===== src/rtl/neogs_mp3_pkg.sv =====
// Shared constants and state encoding for the MP3 serial data receiver.
// Holds the FIFO geometry, the DREQ threshold and the receive FSM states.
package neogs_mp3_pkg;

    localparam int FIFO_DEPTH    = 16;
    localparam int PTR_W         = 4;
    localparam int LVL_W         = 5;
    localparam int REQ_THRESHOLD = 12;

    typedef enum logic {
        ST_HUNT  = 1'b0,
        ST_SHIFT = 1'b1
    } rx_state_e;

    // Transmitter may keep sending while the FIFO has room for a full burst.
    function automatic logic req_from_level(input logic [LVL_W-1:0] lvl);
        return (lvl <= LVL_W'(REQ_THRESHOLD));
    endfunction

endpackage


===== src/rtl/rx_fifo.sv =====
// 16x8 synchronous show-ahead FIFO with occupancy count.
// A pop and a push in the same cycle both succeed, even when full.
module rx_fifo
    import neogs_mp3_pkg::*;
(
    input  logic             clk,
    input  logic             rst,
    input  logic             push_i,
    input  logic [7:0]       push_data_i,
    input  logic             pop_i,
    output logic [7:0]       rd_data_o,
    output logic             empty_o,
    output logic             full_o,
    output logic [LVL_W-1:0] level_o
);

    logic [7:0]       mem [FIFO_DEPTH];
    logic [PTR_W-1:0] wr_ptr_q, wr_ptr_d;
    logic [PTR_W-1:0] rd_ptr_q, rd_ptr_d;
    logic [LVL_W-1:0] count_q, count_d;
    logic             pop_ok;
    logic             push_ok;

    assign empty_o = (count_q == '0);
    assign full_o  = (count_q == LVL_W'(FIFO_DEPTH));
    assign level_o = count_q;

    // Show-ahead head; forced to zero while empty so stale RAM never leaks out.
    assign rd_data_o = empty_o ? 8'h00 : mem[rd_ptr_q];

    always_comb begin
        pop_ok   = pop_i & ~empty_o;
        push_ok  = push_i & (~full_o | pop_ok);
        wr_ptr_d = wr_ptr_q + PTR_W'(push_ok);
        rd_ptr_d = rd_ptr_q + PTR_W'(pop_ok);
        count_d  = count_q + LVL_W'(push_ok) - LVL_W'(pop_ok);
    end

    always_ff @(posedge clk) begin
        if (push_ok) begin
            mem[wr_ptr_q] <= push_data_i;
        end
    end

    always_ff @(posedge clk) begin
        if (rst) begin
            wr_ptr_q <= '0;
            rd_ptr_q <= '0;
            count_q  <= '0;
        end else begin
            wr_ptr_q <= wr_ptr_d;
            rd_ptr_q <= rd_ptr_d;
            count_q  <= count_d;
        end
    end

endmodule


===== src/rtl/mp3_sdi_rx.sv =====
// Serial MP3 data receiver: synchronizes sck/sdi/bsync, assembles bytes
// framed by bsync, queues them in rx_fifo and drives DREQ flow control.
module mp3_sdi_rx
    import neogs_mp3_pkg::*;
(
    input  logic             clk,
    input  logic             rst,
    input  logic             sck,
    input  logic             sdi,
    input  logic             bsync,
    output logic             req,
    output logic [7:0]       rd_data,
    output logic             rd_valid,
    input  logic             rd_ack,
    output logic [LVL_W-1:0] level,
    output logic             overrun,
    output logic             framing_err,
    input  logic             err_clr
);

    logic [2:0] pin_in;
    logic [2:0] sync1_q;
    logic [2:0] sync2_q;
    logic       sck_prev_q;
    logic       rise_q;
    logic       sdi_dly_q;
    logic       bsync_dly_q;

    rx_state_e  state_q, state_d;
    logic [7:0] shift_q, shift_d;
    logic [3:0] bitcnt_q, bitcnt_d;
    logic       push_q, push_d;
    logic [7:0] push_data_q, push_data_d;
    logic       frame_set;

    logic       overrun_q, overrun_d;
    logic       framing_q, framing_d;
    logic       req_q;
    logic       fifo_empty;
    logic       fifo_full;
    logic       overrun_set;

    assign pin_in = {bsync, sdi, sck};

    genvar gi;
    generate
        for (gi = 0; gi < 3; gi++) begin : g_sync
            always_ff @(posedge clk) begin
                if (rst) begin
                    sync1_q[gi] <= 1'b0;
                    sync2_q[gi] <= 1'b0;
                end else begin
                    sync1_q[gi] <= pin_in[gi];
                    sync2_q[gi] <= sync1_q[gi];
                end
            end
        end
    endgenerate

    // Edge detect stage also delays sdi/bsync so they stay aligned with rise_q.
    always_ff @(posedge clk) begin
        if (rst) begin
            sck_prev_q  <= 1'b0;
            rise_q      <= 1'b0;
            sdi_dly_q   <= 1'b0;
            bsync_dly_q <= 1'b0;
        end else begin
            sck_prev_q  <= sync2_q[0];
            rise_q      <= sync2_q[0] & ~sck_prev_q;
            sdi_dly_q   <= sync2_q[1];
            bsync_dly_q <= sync2_q[2];
        end
    end

    always_comb begin
        state_d     = state_q;
        shift_d     = shift_q;
        bitcnt_d    = bitcnt_q;
        push_d      = 1'b0;
        push_data_d = push_data_q;
        frame_set   = 1'b0;
        if (rise_q) begin
            if (bsync_dly_q) begin
                frame_set = (state_q == ST_SHIFT);
                shift_d   = {7'b0, sdi_dly_q};
                bitcnt_d  = 4'd1;
                state_d   = ST_SHIFT;
            end else if (state_q == ST_SHIFT) begin
                shift_d = {shift_q[6:0], sdi_dly_q};
                if (bitcnt_q == 4'd7) begin
                    push_d      = 1'b1;
                    push_data_d = {shift_q[6:0], sdi_dly_q};
                    bitcnt_d    = 4'd0;
                    state_d     = ST_HUNT;
                end else begin
                    bitcnt_d = bitcnt_q + 4'd1;
                end
            end
        end
    end

    always_ff @(posedge clk) begin
        if (rst) begin
            state_q     <= ST_HUNT;
            shift_q     <= '0;
            bitcnt_q    <= '0;
            push_q      <= 1'b0;
            push_data_q <= '0;
        end else begin
            state_q     <= state_d;
            shift_q     <= shift_d;
            bitcnt_q    <= bitcnt_d;
            push_q      <= push_d;
            push_data_q <= push_data_d;
        end
    end

    rx_fifo u_fifo (
        .clk         (clk),
        .rst         (rst),
        .push_i      (push_q),
        .push_data_i (push_data_q),
        .pop_i       (rd_ack),
        .rd_data_o   (rd_data),
        .empty_o     (fifo_empty),
        .full_o      (fifo_full),
        .level_o     (level)
    );

    assign rd_valid = ~fifo_empty;

    // Set events take priority over a same-cycle clear.
    always_comb begin
        overrun_set = push_q & fifo_full & ~(rd_ack & rd_valid);
        overrun_d   = overrun_set | (overrun_q & ~err_clr);
        framing_d   = frame_set | (framing_q & ~err_clr);
    end

    always_ff @(posedge clk) begin
        if (rst) begin
            overrun_q <= 1'b0;
            framing_q <= 1'b0;
            req_q     <= 1'b0;
        end else begin
            overrun_q <= overrun_d;
            framing_q <= framing_d;
            req_q     <= req_from_level(level);
        end
    end

    assign overrun     = overrun_q;
    assign framing_err = framing_q;
    assign req         = req_q;

endmodule

===== config.mk =====
export PLATFORM = sky130hd
export DESIGN_NAME = mp3_sdi_rx
export DESIGN_NICKNAME = d
export VERILOG_FILES = /design/src/rtl/neogs_mp3_pkg.sv /design/src/rtl/rx_fifo.sv /design/src/rtl/mp3_sdi_rx.sv
export SDC_FILE = /design/constraint.sdc
export NUM_CORES = 1
export LEC_CHECK = 0
export ABC_AREA = 0
export CAP_MARGIN = 10
export CORE_MARGIN = 10
export CORE_UTILIZATION = 50
export CTS_CLUSTER_DIAMETER = 40
export DETAILED_ROUTE_END_ITERATION = 6
export HOLD_SLACK_MARGIN = 0.1
export MAX_ROUTING_LAYER = met4
export PLACE_DENSITY = 0.67
export SYNTH_ARGS = -nofsm -noshare
export SYNTH_HDL_FRONTEND = slang
export SYNTH_SLANG_ARGS = --single-unit
export TNS_END_PERCENT = 50

===== constraint.sdc =====
create_clock -name clk -period 3.5 [get_ports clk]
set_clock_uncertainty 0.05 [all_clocks]
set_input_delay 0.7 -clock clk [delete_from_list [all_inputs] [get_ports clk]]
set_output_delay 0.7 -clock clk [all_outputs]
set_load 0.01 [all_outputs]

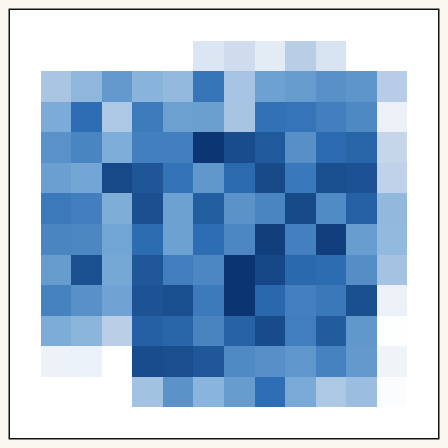
Fig. 1. Local utilization.
The die is cut into 14 by 14 equal tiles; white is low, dark blue is high, 0 to 100% covered.
emptiest ninth of the die = lower left
fullest tile = 98%
nearly empty tiles = 33%
densest ninth of the die = centre
mean over tiles = 41%
tiles over 75% full = 20%
FP Util: 51.6%
Core Box Area: 13,300 sq um

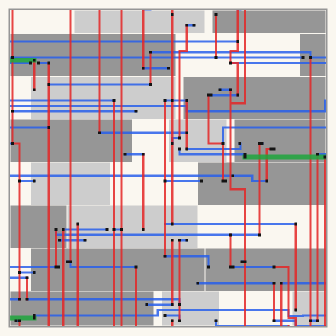
Fig. 2. Layout detail.
Region (93, 93) to (113, 113) um. Cells in grey, sequential cells in the stronger grey; small squares are vias.
red -> metal 2
blue -> metal 1
green -> metal 3
netlist names of flops here include = `u_fifo.mem` (9)
most frequent = edfxtp_1 (9), mux4_2 (2), mux2i_1 (2)
sequential cells in the window = 9
cells with their middle in the window = 15

==> ci_impl_report.md <==
## Synthesis and layout report

| Metric | Value |
|---|---|
| Max Clk Rate | 297 MHz |
| Kind of critical path | reg2out |
| CTS Hold Bufs | 0 |
| Hold Path Class | reg2reg |
| Simple Share, Synth | 6.68% |
| Pwr Total | 5030 uW |
| Sequential share of power | 45.2% |
| Vias per std cell | 5.53 |
| Routed wl met2 | 5.95 mm |
| Critical path startpoint category | register |
| WHS | 0.339 ns |
| Max FFs per register | 128 |
| DP Area | roughly 7400 sq um |
| Biggest regs | u_fifo.mem: 128 flops, push_data_q: 8 flops, shift_q: 7 flops |
| WL per Instance | just under 20 um |
| Cell taking the most area after synthesis | edfxtp_1 |
| CTS tree | yes |
| Status | complete, no violations |
| Largest Pwr Group | registers |
| Wl on met1 | 5.93 mm |
| Root Buffer | clkbuf_16 |
| First-pass iteration count of the detailed router | 6 |
| Clk slew on worst S/H paths | 0.06 ns |
| Clk buf depth | 2 |
| Top cell excl fill/tap | edfxtp_1 |
| Least-Margin Pin Slew | 0.711 ns |
| VDD IR-drop max | about 0.36 mV |
| Slew Limit Headroom | a little over half |
| Grt met1 use | 19.5% |
| Dominant logic cell types in the final layout | 128 x edfxtp_1, 47 x dfxtp_1, 41 x nor2_1 |
| Nets | 474 |
| GRT Residual Overflow | 0 |
| RSZ-0062 raised after global routing | true |
| Io pins | 24 |
| Routability cong. | roughly 0.75 |
| Row cnt | 42 |
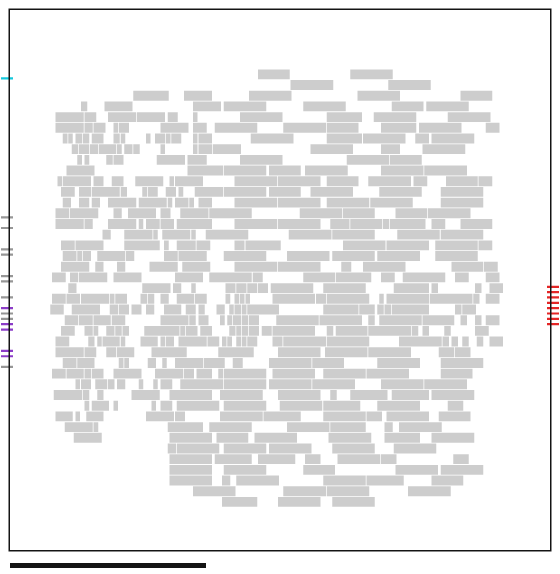
Fig. 3. Pin placement.
Bar = 50 um. Pins as bars across the die edge, other pins in grey.
cyan -> `clk`  # pins 1, direction input, edge left
purple -> `level`  # pins 5, direction output, edge left
red -> `rd_data`  # pins 8, direction output, edge right
all pins by edge = 16 left, 8 right
PortBufs: 23
Die X: 137 um
die y size: 137 um

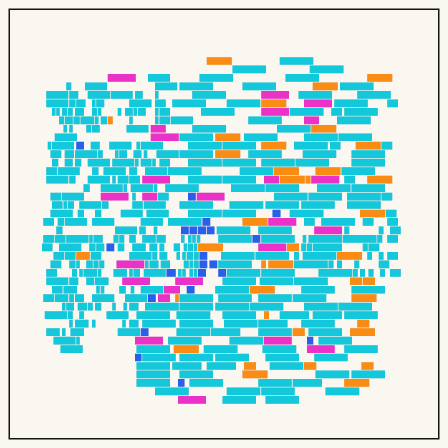
Fig. 4. Sizing map.
blue -> _3 and _4 cells  # cells 22
orange -> _2 cells  # cells 38
magenta -> _6 and larger  # cells 25
cyan -> _0 and _1 cells  # cells 383
Worst Slack Setup Final: 0.129 ns
Post-Layout Inst Area: 7950 sq um
Area growth syn-to-layout: 15.4%

path summary, 6_finish.rpt:
kind	from	slack, ns	depth (start not counted)	end
worst max-delay path	u_fifo.rd_ptr_q[1]$_SDFF_PP0_	0.13	6	rd_data[2]
worst min register to register	sck_prev_q$_SDFF_PP0_	0.34	1	rise_q$_SDFF_PP0_
worst min-delay path	sck_prev_q$_SDFF_PP0_	0.34	1	rise_q$_SDFF_PP0_
worst max register to register	u_fifo.level_o[2]$_SDFF_PP0_	0.65	14	u_fifo.level_o[4]$_SDFF_PP0_
layout make-up:
class	instances	area, sq um
Fill cell	1015	5400
Sequential cell	175	4780
Multi-Input combinational cell	208	1940
Clock buffer	24	534
Timing Repair Buffer	42	384
Tap cell	176	220
Clock inverter	8	47.5
Inverter	11	45.0
No activity file was given, so power comes from the tool's default toggle rates.
